run_1/congestion_map.png
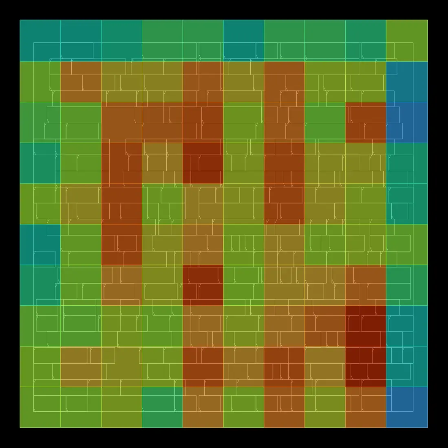
run_1/m3.png
Scale bar: 20 um.
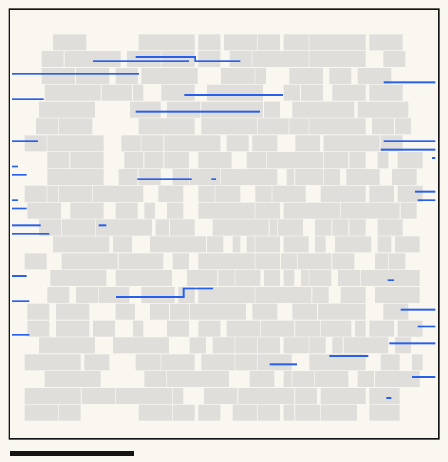
run_1/closeup.png
Scale bar: 10 um. Window x 29 to 69, y 0 to 40 um. Cells in gray, sequential cells in the stronger gray; small squares are vias.
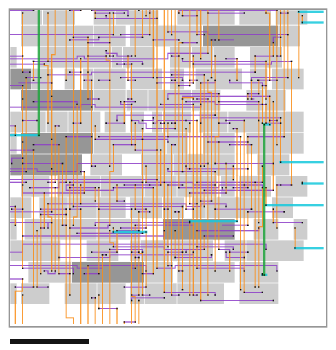
--- src/rtl/rca_config_loader.sv ---
// rca_config_loader: accepts one RCA configuration command per handshake and
// walks every source port, then every destination port, one port per cycle,
// strobing the config register file for each port whose mask bit is set.
// While busy it owns the shared rca_sel so the walk targets the latched RCA.
module rca_config_loader #(
   parameter  int NUM_RCAS        = 4,
   parameter  int NUM_READ_PORTS  = 3,
   parameter  int NUM_WRITE_PORTS = 2,
   localparam int RCA_W  = (NUM_RCAS > 1)       ? $clog2(NUM_RCAS)       : 1,
   localparam int PORT_W = (NUM_READ_PORTS > 1) ? $clog2(NUM_READ_PORTS) : 1
) (
   input  logic                         clk,
   input  logic                         rst_n,
   input  logic                         cmd_valid,
   output logic                         cmd_ready,
   input  logic [RCA_W-1:0]             cmd_rca,
   input  logic [5*NUM_READ_PORTS-1:0]  cmd_src_addrs,
   input  logic [5*NUM_WRITE_PORTS-1:0] cmd_dest_addrs,
   input  logic [NUM_READ_PORTS-1:0]    cmd_src_mask,
   input  logic [NUM_WRITE_PORTS-1:0]   cmd_dest_mask,
   input  logic                         abort,
   input  logic [RCA_W-1:0]             issue_rca_sel,
   output logic [RCA_W-1:0]             rca_sel,
   output logic                         wr_en,
   output logic [PORT_W-1:0]            w_port_sel,
   output logic                         w_src_dest_port,
   output logic [4:0]                   w_reg_addr,
   output logic                         busy,
   output logic                         done
);

   // The dest walk reuses the src port counter, so it can never be wider.
   if (NUM_WRITE_PORTS > NUM_READ_PORTS) begin : g_bad_ports
      $error("rca_config_loader: NUM_WRITE_PORTS must not exceed NUM_READ_PORTS");
   end

   typedef enum logic [1:0] {S_IDLE, S_SRC, S_DEST, S_DONE} state_t;

   localparam logic [PORT_W-1:0] LAST_SRC  = PORT_W'(NUM_READ_PORTS - 1);
   localparam logic [PORT_W-1:0] LAST_DEST = PORT_W'(NUM_WRITE_PORTS - 1);

   state_t                                r_state;
   logic [PORT_W-1:0]                     r_idx;
   logic [RCA_W-1:0]                      r_rca;
   logic [NUM_READ_PORTS-1:0][4:0]        r_src;
   logic [NUM_WRITE_PORTS-1:0][4:0]       r_dest;
   logic [NUM_READ_PORTS-1:0]             r_src_mask;
   logic [NUM_WRITE_PORTS-1:0]            r_dest_mask;

   logic                                  w_src_en;
   logic [4:0]                            w_src_addr;
   logic                                  w_dest_en;
   logic [4:0]                            w_dest_addr;

   // Sequencer: latch the command at accept, then step idx through src then dest ports.
   always_ff @(posedge clk or negedge rst_n) begin
      if (!rst_n) begin
         r_state     <= S_IDLE;
         r_idx       <= '0;
         r_rca       <= '0;
         r_src       <= '0;
         r_dest      <= '0;
         r_src_mask  <= '0;
         r_dest_mask <= '0;
      end else begin
         case (r_state)
            S_IDLE: begin
               if (cmd_valid) begin
                  r_rca       <= cmd_rca;
                  r_src       <= cmd_src_addrs;
                  r_dest      <= cmd_dest_addrs;
                  r_src_mask  <= cmd_src_mask;
                  r_dest_mask <= cmd_dest_mask;
                  r_idx       <= '0;
                  r_state     <= S_SRC;
               end
            end
            S_SRC: begin
               if (abort) begin
                  r_idx   <= '0;
                  r_state <= S_IDLE;
               end else if (r_idx == LAST_SRC) begin
                  r_idx   <= '0;
                  r_state <= S_DEST;
               end else begin
                  r_idx   <= r_idx + 1'b1;
               end
            end
            S_DEST: begin
               if (abort) begin
                  r_idx   <= '0;
                  r_state <= S_IDLE;
               end else if (r_idx == LAST_DEST) begin
                  r_idx   <= '0;
                  r_state <= S_DONE;
               end else begin
                  r_idx   <= r_idx + 1'b1;
               end
            end
            default: begin
               r_state <= S_IDLE;
            end
         endcase
      end
   end

   // Select the latched address/mask for the current port from each table.
   always_comb begin
      w_src_en    = 1'b0;
      w_src_addr  = '0;
      w_dest_en   = 1'b0;
      w_dest_addr = '0;
      for (int i = 0; i < NUM_READ_PORTS; i++) begin
         if (r_idx == PORT_W'(i)) begin
            w_src_en   = r_src_mask[i];
            w_src_addr = r_src[i];
         end
      end
      for (int j = 0; j < NUM_WRITE_PORTS; j++) begin
         if (r_idx == PORT_W'(j)) begin
            w_dest_en   = r_dest_mask[j];
            w_dest_addr = r_dest[j];
         end
      end
   end

   // Outputs decode from flops only, so an async reset drops wr_en at once.
   always_comb begin
      cmd_ready       = (r_state == S_IDLE);
      busy            = (r_state != S_IDLE);
      done            = (r_state == S_DONE);
      rca_sel         = busy ? r_rca : issue_rca_sel;
      w_port_sel      = r_idx;
      w_src_dest_port = (r_state == S_DEST);
      wr_en           = 1'b0;
      w_reg_addr      = '0;
      if (r_state == S_SRC) begin
         wr_en      = w_src_en;
         w_reg_addr = w_src_addr;
      end else if (r_state == S_DEST) begin
         wr_en      = w_dest_en;
         w_reg_addr = w_dest_addr;
      end
   end

endmodule

--- config.mk ---
export PLATFORM = sky130hd
export DESIGN_NAME = rca_config_loader
export DESIGN_NICKNAME = d
export VERILOG_FILES = /design/src/rtl/rca_config_loader.sv
export SDC_FILE = /design/constraint.sdc
export NUM_CORES = 1
export LEC_CHECK = 0
export CORE_MARGIN = 2
export CORE_UTILIZATION = 43
export CTS_CLUSTER_DIAMETER = 100
export DETAILED_ROUTE_END_ITERATION = 7
export GPL_ROUTABILITY_DRIVEN = 0
export GPL_TIMING_DRIVEN = 1
export PLACE_DENSITY_LB_ADDON = 0.08
export SETUP_SLACK_MARGIN = 0.3
export SYNTH_ARGS = -nofsm -noshare
export SYNTH_HDL_FRONTEND = slang
export SYNTH_SLANG_ARGS = --single-unit
--- constraint.sdc ---
create_clock -name clk -period 1.92 [get_ports clk]
set_clock_uncertainty 0.15 [all_clocks]
set_input_delay 0.48 -clock clk [delete_from_list [all_inputs] [get_ports clk]]
set_output_delay 0.48 -clock clk [all_outputs]
set_load 0.005 [all_outputs]
==> out/metrics.csv, run 1 <==
metric,value,unit
first_iter_violations,48,
yosysChipArea,1820,um2
reg2reg_slack,-0.11,ns
inv_count,5,
lay_top_cells,"36 x clkdlybuf4s50_1, 35 x dfrtp_1, 34 x mux2_4",
slowest_delay,0.40,ns
final_nets,278,
placed_area,2620,um2
syn_area_per_cell,13.5,um2
fill_cells,235,
synth.area.top_cells,"dfrtp_1 49%, mux2_2 25%, mux2i_1 4.4%, ha_1 3.4%, a22o_1 2.9%",
regArea,902,um2
cts-root-buf,clkbuf_8,
dp_slack,-0.367,ns
drc,0,
cts_hold_buf,0,
common_cells,"40 x mux2_2, 36 x dfrtp_1, 8 x mux2i_1",
logic_gates,85,
path_max_fanout,4,
tritoncts,done,
yosysTopAreaCell,dfrtp_1,
yosys_warnings,0,
htreeDepth,2,
met1_usage,29.6,%
fmaxAchievable,453,MHz
ir_drop,0.830,mV
postLayoutCellArea,3270,um2
synth_nets,178,
placedCellCount,255,
crit_path_end_kind,output pin,
clk_share,2.49,%
setup-tns-final,-2.27,ns
rr_startpoint,r_state[0],
chipArea,4780,um2
worst_slack,-0.288,ns
grt_setup_unrepaired,yes,
ys_seq_share,49.4,%
dr.pass1.iters,4,
nClkBuffers,5,
ys.flops,36,
antenna_found_initial,0,
clock-sinks,36,
synthDistinctLibCells,26,
cp_common_cell,buf_6,
tapCellCount,50,
max_slew_margin,68.8,%
drt-vias-per-instance,5.27,
crit_family,flip-flops,
initial_core_util,45.3,%
postCtsSetupBuffers,16,
grt.total_usage,23.8,%
crit_start,r_state[1],
aoi_share,9.95,%
die_height,69.1,um
drv_slew,0,
utilization,81.1,%
synth_area,1820,um2
async_reset_ff_share,100,%
violations,negative setup slack,
rr_endpoint,w_port_sel[0],
leakagePower,1.52,nW
n_all_buffers,102,
worst-endpoint-required,1.29,ns
warnings,33,
grt_pass1_wl,8.88,mm
largest_reg_flops,15,
die_w,69.1,um
overflow,0,
layout_top_cell,clkdlybuf4s50_1,
portBuffers,51,
synthMostInstantiatedCell,mux2_2,
edf_count,0,
hold_ws,0.0800,ns
hold_path.class,in2async,
dp_hpwl,3.15,mm
cts_resized,135,
status,"finished, violations left",
cts_buffers,5,
drive_above_1_share,58.7,%
finalCriticalPeriod,2.21,ns
clkTransAtPathRegs,0.07,ns
ioPinCount,52,
start_kind,register,
grt_pass1_vias,1708,
cap_violations,0,
mux_share,29.1,%
simple_gate_area_share,4.80,%
finalClockPeriodUsage,115,%
worstSetupPathType,reg2out,
clock_path_buffers,2,
netlist_instances,135,
seq_share,27.6,%
netlist.area_leader.share,49.4,%
path_cells,"buf_6, ha_4, and3_4, buf_6, a22o_1, buf_2",
n_antenna_cell,0,
cpMaxStageDelayCell,dfrtp_1,
top_regs,"r_src: 15 flops, r_dest: 10 flops, r_src_mask: 3 flops",
grt_use_met2,42.5,%
bufAreaShareNonClock,32.3,%
sh_comb_area,35.1,%
grt_max_degree,37,
total_power,0.00541,W
drtAntennaViolNets,0,
ff_type,dfrtp_1,
largestClassByArea,logic gates,
ys_sh_adder,3.43,%
ys_cells,135,
combGateArea,1150,um2
instances_no_fill,285,
clock_latency,0.29,ns
cp.buffers_inverters,3,
area_growth,79.1,%
max_flop_register,r_src,
crit_arrival,1.58,ns
seq_cells,36,
powerDensity,1660,nW/um2
synth-xor-area-share,0,%
netlist_logic_family_top,multiplexers,
report.final.hold_viol_count,0,
core_area,4030,um2
setup_viol,12,
rows,23,
tightestPinTransition,0.468,ns
rr_worst_depth,7,
Notes on congestion_map.png above:
Avg WL per Cell: 19.8 um
gr busiest metal: met2

Notes on m3.png above:
main direction = horizontal
wire length on this layer = 206 um
longest straight run = 20.2 um
nets with wire on the layer = 30
share of all routed wire = 3.6%
met3 Track Usage GR: 4.82%
via count: 1503
DRT Wirelength: 5.66 mm

Notes on closeup.png above:
M3 -> cyan
M4 -> green
M2 -> orange
M1 -> purple
most frequent = buf_6 (21), buf_4 (15), clkdlybuf4s50_1 (8)
netlist names of flops here include = r_rca (2), r_src_mask (2)
sequential cells in the window = 6
cells with their middle in the window = 96

run 1: worst max path at each step:
stage | endpoint | slack, ns | cells after the start
detailed placement | w_reg_addr[3] | -0.37 | 5
finish | w_reg_addr[0] | -0.29 | 6
CTS | w_reg_addr[1] | -0.27 | 7
global placement | w_reg_addr[2] | -0.36 | 5
global route | w_reg_addr[0] | -0.35 | 6
floorplan | w_reg_addr[0] | 0.08 | 7
run 1: routing by layer:
| layer | up-vias | share of wire (%) |
|---|---|---|
| met4 | 0 | 1.1 |
| met5 | - | 0 |
| met3 | 7 | 3.6 |
| met1 | 767 | 43 |
| met2 | 41 | 53 |
| li1 | 688 | - |
run 1: power by group:
part / switching, W / internal (W)
logic: 0.00127 / 0.00222
clock network: 0.000264 / 0.000245
registers: 0.000274 / 0.00114
total: 0.00181 / 0.00361
==> run 2, diff against run 1 <==
CORE_UTILIZATION = 56   (was 43)
DONT_BUFFER_PORTS = 1   (was default)
run_2/m3.png
Scale bar: 20 um.
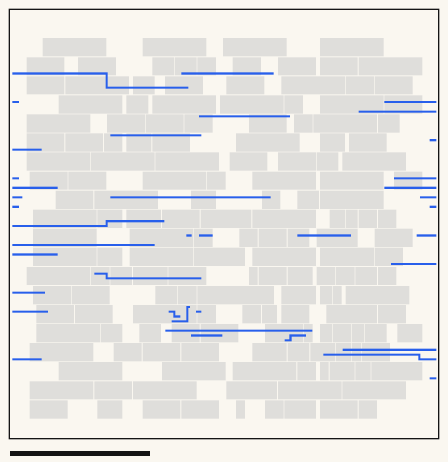
main direction = horizontal
nets with wire on the layer = 34
met3 Track Usage GR: 6.09%
via count: 1254
DRT Wirelength: 4.54 mm

==> out/metrics.csv, run 2 <==
metric,value,unit
status,"finished, violations left",
violations,negative setup slack,
worst-endpoint-required,1.29,ns
cap_violations,0,
yosysChipArea,1820,um2
hold_path.class,in2reg,
core_area,3080,um2
dp_hpwl,2.84,mm
grt_pass1_wl,6.19,mm
common_cells,"40 x mux2_2, 36 x dfrtp_1, 8 x mux2i_1",
finalCriticalPeriod,2.21,ns
worst_slack,-0.288,ns
path_max_fanout,3,
switching_share,32.4,%
tapCellCount,44,
inv_count,5,
logic_gates,85,
synth_area,1820,um2
rows,20,
top_usage_layer,met2,
bufAreaShareNonClock,14.3,%
mux_share,29.1,%
finalClockPeriodUsage,115,%
synth.area.top_cells,"dfrtp_1 49%, mux2_2 25%, mux2i_1 4.4%, ha_1 3.4%, a22o_1 2.9%",
ys_seq_share,49.4,%
warnings,33,
netlist_instances,135,
largestClassByArea,logic gates,
n_antenna_cell,0,
drive_above_1_share,57.3,%
start_kind,register,
seq_cells,36,
combGateArea,1060,um2
drtAntennaViolNets,0,
setup_viol,10,
grt_max_degree,37,
htreeDepth,2,
power_frac_comb,56.1,%
drc,0,
postLayoutCellArea,2490,um2
dp_slack,-0.00117,ns
netlist.area_leader.share,49.4,%
seq_share,36.2,%
grt_pass1_vias,1287,
area_growth,36.4,%
aoi_share,9.95,%
cts_resized,10,
p_clk,0.000599,W
simple_gate_area_share,4.80,%
yosysTopAreaCell,dfrtp_1,
cp.buffers_inverters,2,
synthDistinctLibCells,26,
leakagePower,1.17,nW
portBuffers,0,
utilization,80.9,%
dr.pass1.iters,4,
switchingPower,0.00146,W
lay_top_cells,"36 x dfrtp_1, 34 x mux2_4, 16 x buf_4",
worstSetupPathType,reg2out,
overflow,0,
sh_comb_area,42.7,%
cts_buffers,5,
wl_met1,1.80,mm
clkTransAtPathRegs,0.11,ns
instances_no_fill,208,
comb-power,0.00253,W
placedCellCount,185,
largest_reg_flops,15,
ioPinCount,52,
die_height,61.1,um
ff_type,dfrtp_1,
ir_drop,1.08,mV
ys_cells,135,
crit_arrival,1.58,ns
layout_top_cell,dfrtp_1,
clk_share,3.82,%
fill_cells,162,
async_reset_ff_share,100,%
seq_power_share,30.6,%
regArea,901,um2
initial_core_util,59.3,%
top_power_group,combinational logic,
clock_latency,0.34,ns
report.final.hold_viol_count,0,
yosys_warnings,0,
hold_ws,0.127,ns
max_flop_register,r_src,
max_slew_margin,77.9,%
cts-root-buf,clkbuf_4,
p_int,0.00305,W
total_power,0.00451,W
tritoncts,done,
run_2/closeup.png
Scale bar: 10 um. Window x 21 to 61, y 0 to 40 um. Cells in gray, sequential cells in the stronger gray; small squares are vias.
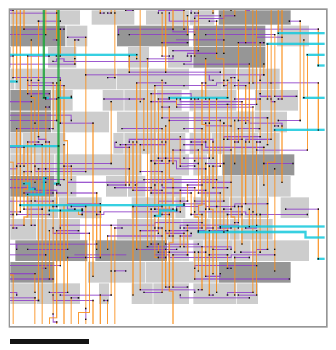
M4 -> green
M3 -> cyan
M1 -> purple
M2 -> orange
netlist names of flops here include = r_src (3), r_dest (2), r_dest_mask (2)
most frequent = buf_4 (14), dfrtp_1 (13), mux2_4 (10)
cells with their middle in the window = 90
sequential cells in the window = 13

run 2: netlist changes by cell type in the layout (fill, tap and decap cells not counted), moves of 2 or more:
cell,change
mux2i_4,-2
clkbuf_8,-3
buf_6,-21
buf_16,-3
buf_4,-8
mux2i_1,+3
o2bb2ai_2,-2
o2bb2ai_1,+2
clkbuf_16,+3
buf_2,-8
clkdlybuf4s50_1,-36
clkbuf_4,+5
run 2: final timing paths:
kind | endpoint | slack, ns | depth (start not counted)
max in group asynchronous | r_src[0] | 1.00 | 2
worst max-delay path | wr_en | -0.29 | 5
worst min register to register | r_dest[9] | 0.37 | 1
worst max register to register | w_port_sel[0] | -0.05 | 6
min in group asynchronous | w_port_sel[0] | 0.43 | 2
worst min-delay path | r_rca[1] | 0.13 | 1
No activity file was given, so power comes from the tool's default toggle rates.
